### src/rtl/serial_subtractor_pkg.sv
// Shared types and defaults for the bit-serial subtractor.
// Holds the controller state encoding and the default operand width.
package serial_subtractor_pkg;

  localparam int DEFAULT_WIDTH = 8;

  typedef enum logic [1:0] {
    IDLE = 2'd0,
    RUN  = 2'd1,
    DONE = 2'd2
  } state_t;

endpackage

### src/rtl/serial_subtractor_fs_bit.sv
// Single-bit full subtractor cell: d = a ^ b ^ bin, bo = borrow out.
// Purely combinational, no latency, no flow control.
module fs_bit (
  input  logic a,
  input  logic b,
  input  logic bin,
  output logic d,
  output logic bo
);

  logic ab_x;
  logic ab_borrow;
  logic chain_borrow;

  assign ab_x         = a ^ b;
  assign ab_borrow    = ~a & b;
  // An equal bit pair propagates the incoming borrow unchanged.
  assign chain_borrow = ~ab_x & bin;
  assign d            = ab_x ^ bin;
  assign bo           = ab_borrow | chain_borrow;

endmodule

### src/rtl/serial_subtractor.sv
// Bit-serial a - b - bin, LSB first; result after WIDTH RUN edges, done one cycle later clears busy.
// start is only honoured in IDLE; requests while busy are dropped, not queued.
module serial_subtractor
  import serial_subtractor_pkg::*;
#(
  parameter int WIDTH = DEFAULT_WIDTH
) (
  input  logic             clk,
  input  logic             rst_n,
  input  logic             start,
  input  logic [WIDTH-1:0] a,
  input  logic [WIDTH-1:0] b,
  input  logic             bin,
  output logic             busy,
  output logic             done,
  output logic [WIDTH-1:0] diff,
  output logic             bout
);

  localparam int CW = $clog2(WIDTH + 1);
  localparam logic [CW-1:0] LAST_CNT = CW'(WIDTH - 1);

  state_t           state;
  state_t           state_nxt;
  logic             load;
  logic             step;
  logic             last;

  logic [WIDTH-1:0] a_sr;
  logic [WIDTH-1:0] b_sr;
  logic [WIDTH-1:0] d_sr;
  logic [WIDTH-1:0] d_sr_nxt;
  logic             brw;
  logic [CW-1:0]    cnt;

  logic             cell_d;
  logic             cell_bo;

  fs_bit u_fs_bit (
    .a   (a_sr[0]),
    .b   (b_sr[0]),
    .bin (brw),
    .d   (cell_d),
    .bo  (cell_bo)
  );

  generate
    if (WIDTH == 1) begin : g_d_one
      assign d_sr_nxt = cell_d;
    end else begin : g_d_multi
      assign d_sr_nxt = {cell_d, d_sr[WIDTH-1:1]};
    end
  endgenerate

  always_comb begin
    state_nxt = state;
    load      = 1'b0;
    step      = 1'b0;
    last      = 1'b0;
    case (state)
      IDLE: begin
        if (start) begin
          load      = 1'b1;
          state_nxt = RUN;
        end
      end
      RUN: begin
        step = 1'b1;
        if (cnt == LAST_CNT) begin
          last      = 1'b1;
          state_nxt = DONE;
        end
      end
      DONE:    state_nxt = IDLE;
      default: state_nxt = IDLE;
    endcase
  end

  always_ff @(posedge clk or negedge rst_n) begin
    if (!rst_n) begin
      state <= IDLE;
      busy  <= 1'b0;
      done  <= 1'b0;
    end else begin
      state <= state_nxt;
      // Flags derive from next state so they stay pure flop outputs.
      busy  <= (state_nxt != IDLE);
      done  <= (state_nxt == DONE);
    end
  end

  always_ff @(posedge clk or negedge rst_n) begin
    if (!rst_n) begin
      a_sr <= '0;
      b_sr <= '0;
      d_sr <= '0;
      brw  <= 1'b0;
      cnt  <= '0;
      diff <= '0;
      bout <= 1'b0;
    end else begin
      if (load) begin
        a_sr <= a;
        b_sr <= b;
        brw  <= bin;
        cnt  <= '0;
      end else if (step) begin
        a_sr <= a_sr >> 1;
        b_sr <= b_sr >> 1;
        d_sr <= d_sr_nxt;
        brw  <= cell_bo;
        cnt  <= cnt + CW'(1);
      end
      // Result registers move only on completion, so they hold through the next RUN.
      if (last) begin
        diff <= d_sr_nxt;
        bout <= cell_bo;
      end
    end
  end

endmodule

### config.mk
export PLATFORM = sky130hd
export DESIGN_NAME = serial_subtractor
export DESIGN_NICKNAME = d
export VERILOG_FILES = /design/src/rtl/serial_subtractor_pkg.sv /design/src/rtl/serial_subtractor_fs_bit.sv /design/src/rtl/serial_subtractor.sv
export SDC_FILE = /design/constraint.sdc
export NUM_CORES = 1
export LEC_CHECK = 0
export ABC_AREA = 1
export CORE_ASPECT_RATIO = 0.75
export CORE_UTILIZATION = 38
export CTS_BUF_LIST = sky130_fd_sc_hd__clkbuf_8
export DETAILED_ROUTE_END_ITERATION = 8
export GPL_TIMING_DRIVEN = 0
export PLACE_DENSITY = 0.72
export RECOVER_POWER = 100
export SLEW_MARGIN = 20
export SYNTH_ARGS = -nofsm -noshare
export SYNTH_HDL_FRONTEND = slang
export SYNTH_HIERARCHICAL = 1
export SYNTH_SLANG_ARGS = --single-unit
### constraint.sdc
create_clock -name clk -period 1.54 [get_ports clk]
set_clock_uncertainty 0.05 [all_clocks]
set_input_delay 0.231 -clock clk [delete_from_list [all_inputs] [get_ports clk]]
set_output_delay 0.231 -clock clk [all_outputs]
set_load 0.1 [all_outputs]
==> impl_metrics.toml, run 1 <==
# physical design summary
[floorplanning]
fp_util_pct = 41.1
fp.dieW_um = 79.6
dieArea_mm2 = 0.00480
fp.dieH_um = 60.2
row_count = 20
coreArea_mm2 = 0.00418
tapCellCount = 55

[logic_synthesis]
ys_sh_simple_pct = 30.5
adder_share_pct = 1.89
yosysSeqAreaShare_pct = 59.7
synth_warnings = 6
syn_nets = 217
top_logic_kind = "simple AND/OR/NAND/NOR gates"
avgSynthCellArea_um2 = 8.81
ys_ff = 41
synth_area_mm2 = 0.00172
ys_cells = 195
ys_area_mm2 = 0.00172

[clock_network]
htreeDepth = 2
cts_num_sinks = 41
postCtsSetupBuffers = 0
clk_pin_slew_ps = 90
numCtsBuffers = 5
clock_path_buffers = 2
root_buffer = "clkbuf_8"

[finish]
largest_cell_class = "registers"
antennaDiodeCount = 0
seq_area_share_pct = 46.5
inverters = 10
final.clkbuf_count = 5
drive_gt1_share_pct = 12.4
num-multi-input-gates = 136
seq_area_mm2 = 0.00103
final_common_cell = "nand2_1"
comb_area_um2 = 611
top_regs = "a_sr: 8 flops, b_sr: 8 flops, diff: 8 flops"
area_share_nonclk_buffers_pct = 16.8
buffers = 39
fillers = 419

[worst_setup_path]
crit_type = "reg2out"
crit_slowest_cell = "clkdlybuf4s15_2"
cpLargestDelayFamily = "buffers and inverters"
timing.rr.end = "d_sr[7]"
r2r_cells = 5

[run_status]
status = "completed"

[route]
wire_per_inst_um = 11.9
wl_met2_mm = 1.46
top_layer_used = "met4"
drtAntennaViolNets = 0
wl_met3_um = 156
drtIter0Drc = 84
viasPerCell = 4.82

[flow_run]
warning_count = 26

[grt]
busiest_layer = "met2"
first_global_vias = 1264
antenna_found_initial = 0
grt_usage_pct = 16.9
globalRouteOverflowTotal = 0
use_met3_pct = 4.73

[power]
pg_comb_w = 0.00240
p_total_w = 0.00494
pwr-share-seq_pct = 36.9
combPwrFrac_pct = 48.6
vdd_drop_max_uv = 1470
p_clk_w = 0.000715
p_leak_nw = 1.06

[placement]
numPlacedInstances = 280
post-dp-hpwl_mm = 2.41
dp_slack_ps = -208
place_area_mm2 = 0.00210

[sta]
setup_viol = 0
maxSlewHeadroom_pct = 62.5
max_freq_mhz = 670
hold_viol = 0
rsz0062_at_grt = "false"
-- run 1: cell usage after synthesis, drive strengths merged --
| library cell | n | area (um^2) |
|---|---|---|
| nand2 | 83 | 314 |
| dfrtp | 41 | 1030 |
| nand3 | 35 | 175 |
| inv | 10 | 37.5 |
| o21ai | 10 | 53.8 |
| buf | 7 | 40.0 |
| nor2 | 5 | 28.8 |
| clkbuf | 1 | 3.75 |
| fa | 1 | 20.0 |
| ha | 1 | 12.5 |
| nand4 | 1 | 6.26 |
-- run 1: worst min-delay path by stage --
stage,start,to,slack (ps),cells after the start
finish,start,b_sr[4],220,3
global route,start,b_sr[6],240,3
CTS,start,b_sr[5],230,3
detailed placement,rst_n,diff[0],180,1
global placement,d_sr[5],diff[4],400,2
floorplan,rst_n,a_sr[0],-110,0
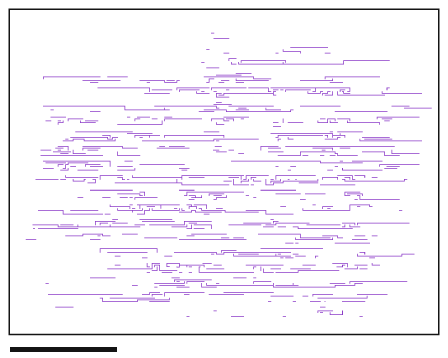
Figure 1: run 1, signal wires on met1.
The bar under the picture is 20 um long.
share of all routed wire: 52%
wire length on this layer: 1770 um
longest straight run: 20.2 um
nets with wire on the layer: 219

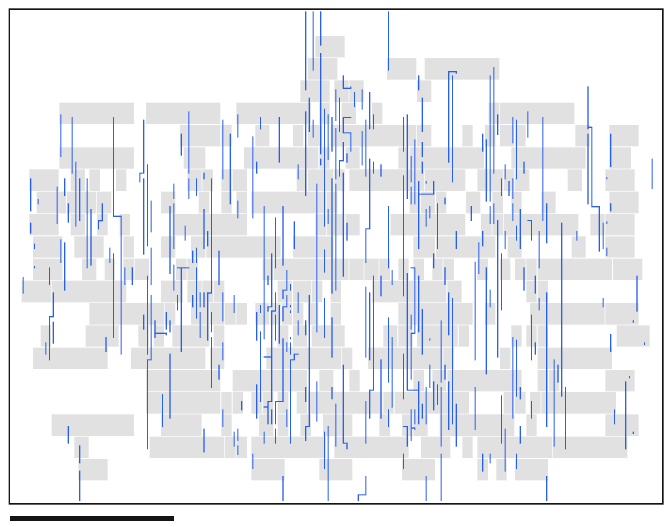
Figure 2: run 1, M2 wires.
The bar under the picture is 20 um long. Cells faint in the background.
nets with wire on the layer: 187
wire length on this layer: 1460 um

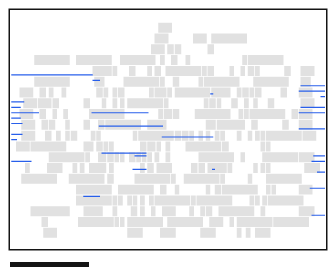
Figure 3: run 1, M3 wires.
The bar under the picture is 20 um long. Cells faint in the background.
wire length on this layer: 156 um
main direction: horizontal
longest straight run: 20.2 um
share of all routed wire: 4.5%
nets with wire on the layer: 24

Figure 4. Track usage over the die (run 1).
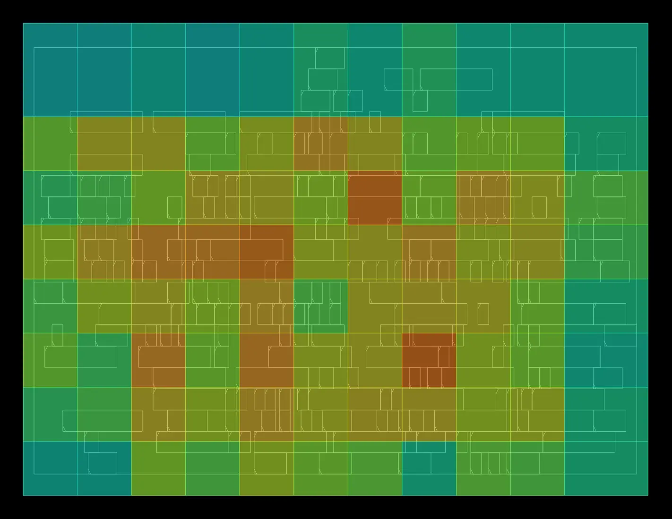

==> inputs of run 2 (changes only) <==
- GPL_ROUTABILITY_DRIVEN: default -> 0
- PLACE_DENSITY: 0.72 -> 0.74
- clock period: 1.54 -> 1.27 ns (I/O delays scaled with it)
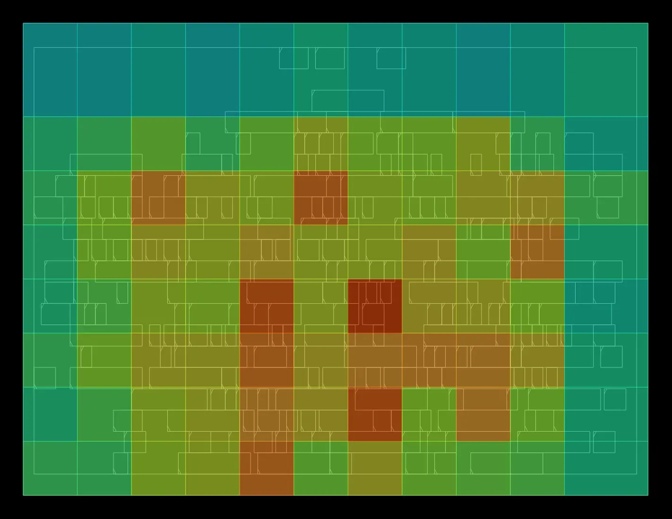
Figure 5: run 2, track usage over the die.
met3 Use GR: 5.19%
drt wl/cell: 12.1 um
M2 GR Usage: 26.1%

==> run 2 against run 1 <==
Net effect:
- combinational power rose by 33%
- clock power rose by 17%
- hold slack got worse by 46 ps
- power rose by 28%
- register-to-register slack got worse by 120 ps
- wire length rose by 4.0%
- core utilization rose by 1.8 points
- sequential power rose by 25%
- design area rose by 3.4%
- die size did not move
- critical endpoint is now bout
- largest cell class unchanged
- largest power group unchanged
==> impl_metrics.toml, run 2 <==
# physical design summary
[run_status]
status = "completed"

[floorplanning]
coreArea_mm2 = 0.00418
num_io_pins = 31
fp.dieW_um = 79.6
row_count = 20
fp.dieH_um = 60.2
fp_util_pct = 41.1
dieArea_mm2 = 0.00480

[logic_synthesis]
yosysSeqAreaShare_pct = 59.7
top_logic_kind = "simple AND/OR/NAND/NOR gates"
syn_nets = 217
compound_area_share_pct = 3.13
area_leaders = "dfrtp_1, nand2_1, nand3_1"
async_flop_share_pct = 100
common_cells = "nand2_1, dfrtp_1, nand3_1, inv_1, o21ai_0"
avgSynthCellArea_um2 = 8.81
synth_warnings = 6
synthDistinctLibCells = 18
edf_count = 0
ys_cells = 195
most_common_cell = "nand2_1"
synth_area_mm2 = 0.00172
synth.mux.area_fraction_pct = 0
ys_sh_xor_pct = 0
ys_sh_simple_pct = 30.5
ys_area_mm2 = 0.00172
yosys.area.top_type = "dfrtp_1"
ys_ff = 41
dominantRegCellSynth = "dfrtp_1"
adder_share_pct = 1.89
syn_inst = 195
top_cell_area_share_pct = 59.7

[finish]
final_util_pct = 54.6
final_layout_top_logic_cells = "nand2_1, dfrtp_1, nand3_1"
antennaDiodeCount = 0
fillers = 385
stdcell_count = 295
drive_gt1_share_pct = 21.3
final_common_cell = "nand2_1"
finalNetCount = 261
top_regs = "a_sr: 8 flops, b_sr: 8 flops, diff: 8 flops"
fin_area_mm2 = 0.00228

[power]
pg_comb_w = 0.00320
p_int_w = 0.00320
p_leak_nw = 1.11
p_seq_w = 0.00227
combPwrFrac_pct = 50.7
p_sw_w = 0.00312
p_per_area_mw_per_mm2 = 2770
p_total_w = 0.00632
pwr-share-seq_pct = 36.0
top_power_group = "combinational cells"
p_clk_w = 0.000839
vdd_drop_max_uv = 1680
clock_power_share_pct = 13.3

[worst_setup_path]
crit_type = "reg2reg"
cp-end-kind = "flop"
crit_buf_inv = 0
cp-start-kind = "flop"
timing.rr.end = "bout"
crit_cells = 6
critPathMaxFanout = 5
worst_ep_required_time_ps = 1420
crit_chain = "ha_4 > nand2_4 > nor2_4 > nand2_4 > nand2_2 > nand2_2"
r2r_cells = 6
max_stage_delay_ps = 440
rr_startpoint = "cnt[0]"
crit_slowest_cell = "dfrtp_1"
cpLargestDelayFamily = "simple AND/OR/NAND/NOR gates"
cp.arrival_ps = 1390
r2r_slack_ps = 30

[placement]
post-dp-hpwl_mm = 2.34
place_area_mm2 = 0.00209
io_buffers = 29
numPlacedInstances = 280
dp_slack_ps = -439

[route]
wl_met3_um = 214
drtAntennaViolNets = 0
num_vias = 1418
wl_met2_mm = 1.54
top_layer_used = "met4"
drt-pass1-iter-count = 4
drtIter0Drc = 75
routed_wirelength_mm = 3.58
drc = 0
viasPerCell = 4.81

[sta]
rsz0062_at_grt = "true"
slew_viol_final = 0
fin_crit_sh_pct = 97.9
max_freq_mhz = 804
whs_ps = 178
tightestPinTransition_ps = 431
tns_ps = 0
hold_viol = 0
maxSlewHeadroom_pct = 71.3
fin_crit_ps = 1240
setup_viol = 0

[flow_run]
warning_count = 27

[clock_network]
htreeDepth = 2
numCtsBuffers = 5
cts_resized = 74
root_buffer = "clkbuf_8"
postCtsHoldBufs = 1
postCtsSetupBuffers = 0
clk-insertion-delay-late_ps = 290
clk_pin_slew_ps = 80
cts_num_sinks = 41
cts_tree = "done"
clock_path_buffers = 2

[grt]
globalRouteOverflowTotal = 0
busiest_layer = "met2"
antenna_found_initial = 0
grt_use_met1_pct = 22.8
first_global_vias = 1317
grt_pass1_wl_mm = 6.02
grt_max_degree = 27
grt_usage_pct = 17.1

[worst_hold_path]
min_to = "b_sr[2]"
min_from = "start"
hold_depth = 3
hold_path.class = "in2reg"
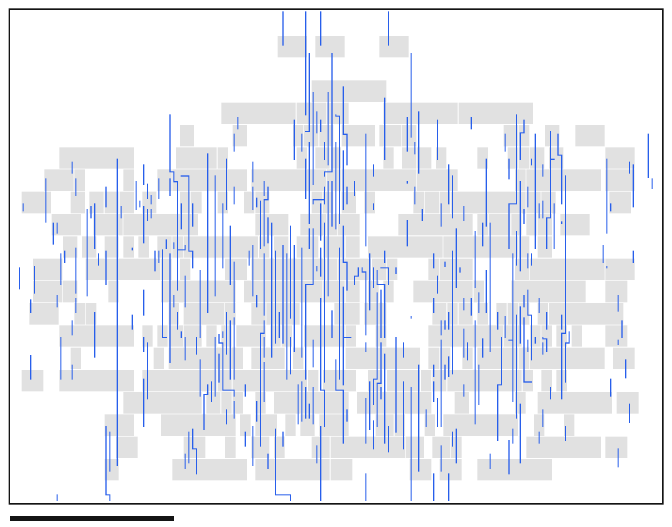
Figure 6: run 2, M2 wires.
The bar under the picture is 20 um long. Cells faint in the background.
nets with wire on the layer: 208
main direction: vertical
wire length on this layer: 1540 um

run 2: how the worst max path moves through the flow:
stage,startpoint,end,slack (ps)
2_1_floorplan,cnt[0],bout,60
3_3_place_gp,rst_n,b_sr[0],-1050
3_5_place_dp,bout,bout,-440
4_1_cts,cnt[0],diff[0],5
5_1_grt,cnt[0],bout,-50
6_report,cnt[0],bout,30
run 2: area by class of cell:
class | instances | area [um^2] | share of cell area, %
Buffer | 8 | 53.8 | 2.36
Timing Repair Buffer | 35 | 309 | 13.6
Clock buffer | 5 | 68.8 | 3.02
Multi-Input combinational cell | 138 | 691 | 30.3
Sequential cell | 41 | 1030 | 45.1
Tap cell | 55 | 68.8 | 3.02
Clock inverter | 3 | 17.5 | 0.768
Inverter | 10 | 42.5 | 1.87
==> inputs of run 3 (changes only) <==
- HOLD_SLACK_MARGIN: default -> 0.08
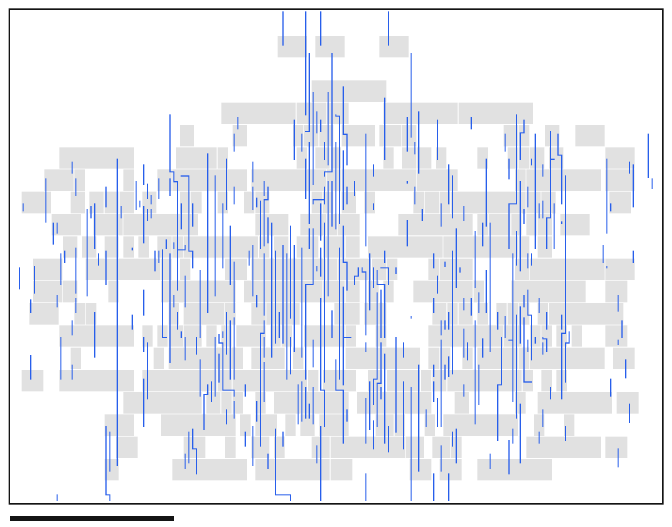
Figure 7: run 3, M2 wires.
The bar under the picture is 20 um long. Cells faint in the background.
longest straight run: 37.4 um
nets with wire on the layer: 208
main direction: vertical
share of all routed wire: 43%
wire length on this layer: 1540 um

==> run 3 against run 2 <==
Net effect:
- first-iteration DRC count did not move
- critical path depth unchanged
- wire length stayed put
- non-clock buffer count unchanged
- setup slack did not move
- core utilization unchanged
- hold slack unchanged
- sequential share of layout area stayed put
- fmax unchanged
- power stayed put
- register-to-register slack about the same
- clock power about the same
- critical endpoint unchanged
- largest cell class unchanged
- largest power group unchanged
- highest routed layer unchanged
==> impl_metrics.toml, run 3 <==
# physical design summary
[logic_synthesis]
synth_area_mm2 = 0.00172
syn_nets = 217
ys_area_mm2 = 0.00172
compound_area_share_pct = 3.13
area_leaders = "dfrtp_1, nand2_1, nand3_1"
yosys.area.top_type = "dfrtp_1"
adder_share_pct = 1.89
ys_sh_simple_pct = 30.5
top_logic_kind = "simple AND/OR/NAND/NOR gates"

[grt]
use_met3_pct = 5.19
globalRouteOverflowTotal = 0
grt_usage_pct = 17.1
antenna_found_initial = 0
use_met2_pct = 26.1

[worst_hold_path]
hold_path.class = "in2reg"

[route]
drtAntennaViolNets = 0
wl_met3_um = 214
drtIter0Drc = 75
wl_met2_mm = 1.54
drt-pass1-iter-count = 4
drc = 0

[finish]
final.clkbuf_count = 5
area_share_nonclk_buffers_pct = 15.9
largest_cell_class = "registers"
drive_gt1_share_pct = 21.3
final_layout_top_logic_cells = "nand2_1, dfrtp_1, nand3_1"
num-multi-input-gates = 138
stdcell_count = 295
fin_area_mm2 = 0.00228
antennaDiodeCount = 0
fillers = 385
comb_area_um2 = 691
seq_cells = 41
final_common_cell = "nand2_1"
top_regs = "a_sr: 8 flops, b_sr: 8 flops, diff: 8 flops"

[worst_setup_path]
worst_ep_required_time_ps = 1420
crit_slowest_cell = "dfrtp_1"
cp-start-kind = "flop"
cp.arrival_ps = 1390
max_stage_delay_ps = 440

[floorplanning]
fp.dieH_um = 60.2
row_count = 20
num_io_pins = 31
coreArea_mm2 = 0.00418
fp.dieW_um = 79.6
tapCellCount = 55
fp_util_pct = 41.1

[power]
p_clk_w = 0.000839
pg_comb_w = 0.00320
p_per_area_mw_per_mm2 = 2770
p_leak_nw = 1.11

[clock_network]
htreeDepth = 2
clock_path_buffers = 2
cts_num_sinks = 41
root_buffer = "clkbuf_8"
cts_tree = "done"

[sta]
rsz0062_at_grt = "true"
maxSlewHeadroom_pct = 71.3
tns_ps = 0

[flow_run]
warning_count = 27

[placement]
io_buffers = 29
numPlacedInstances = 280
post-dp-hpwl_mm = 2.34

[run_status]
status = "completed"
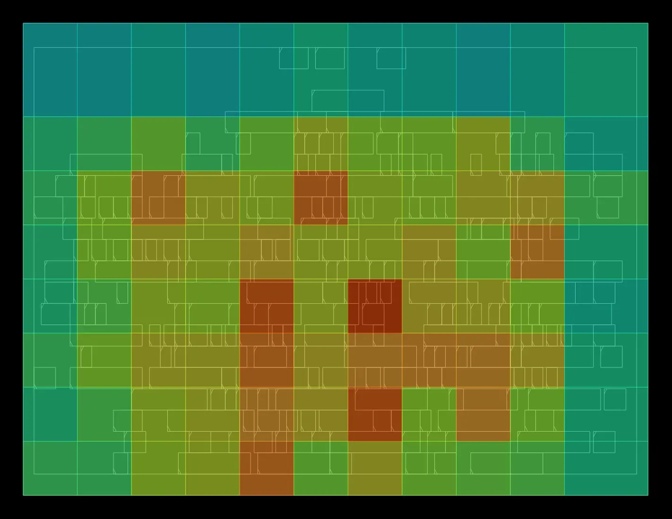
Figure 8: run 3, track usage over the die.
post-route core utilization: 54.6%
Most Crowded Layer GR: met2

## run 3: repair_timing
item / 4_1_cts / 5_1_grt
hold buffers: 1 / 0
gates cloned: 2 / 0
setup endpoints to repair: 23 / 30
gates resized: 74 / 21
pin swaps: 2 / 12
hold endpoints to repair: 15 / 0
buffers inserted: 0 / 4
## run 3: worst paths after layout
check,end,cells past startpoint,start
min in group asynchronous,b_sr[7],2,rst_n
setup reg to reg,bout,6,cnt[0]
hold reg to reg,diff[0],2,d_sr[1]
setup / recovery,bout,6,cnt[0]
hold / removal,b_sr[2],3,start
max in group asynchronous,b_sr[1],3,rst_n
## run 3: critical path, delay by kind of cell (launching register included)
kind	cells	cell delay, ps
AND/OR/NAND/NOR	5	470
flip-flops	1	440
adder cells (fa/ha/maj)	1	190
Power figures rest on the tool's default switching activity, not on a simulated workload.
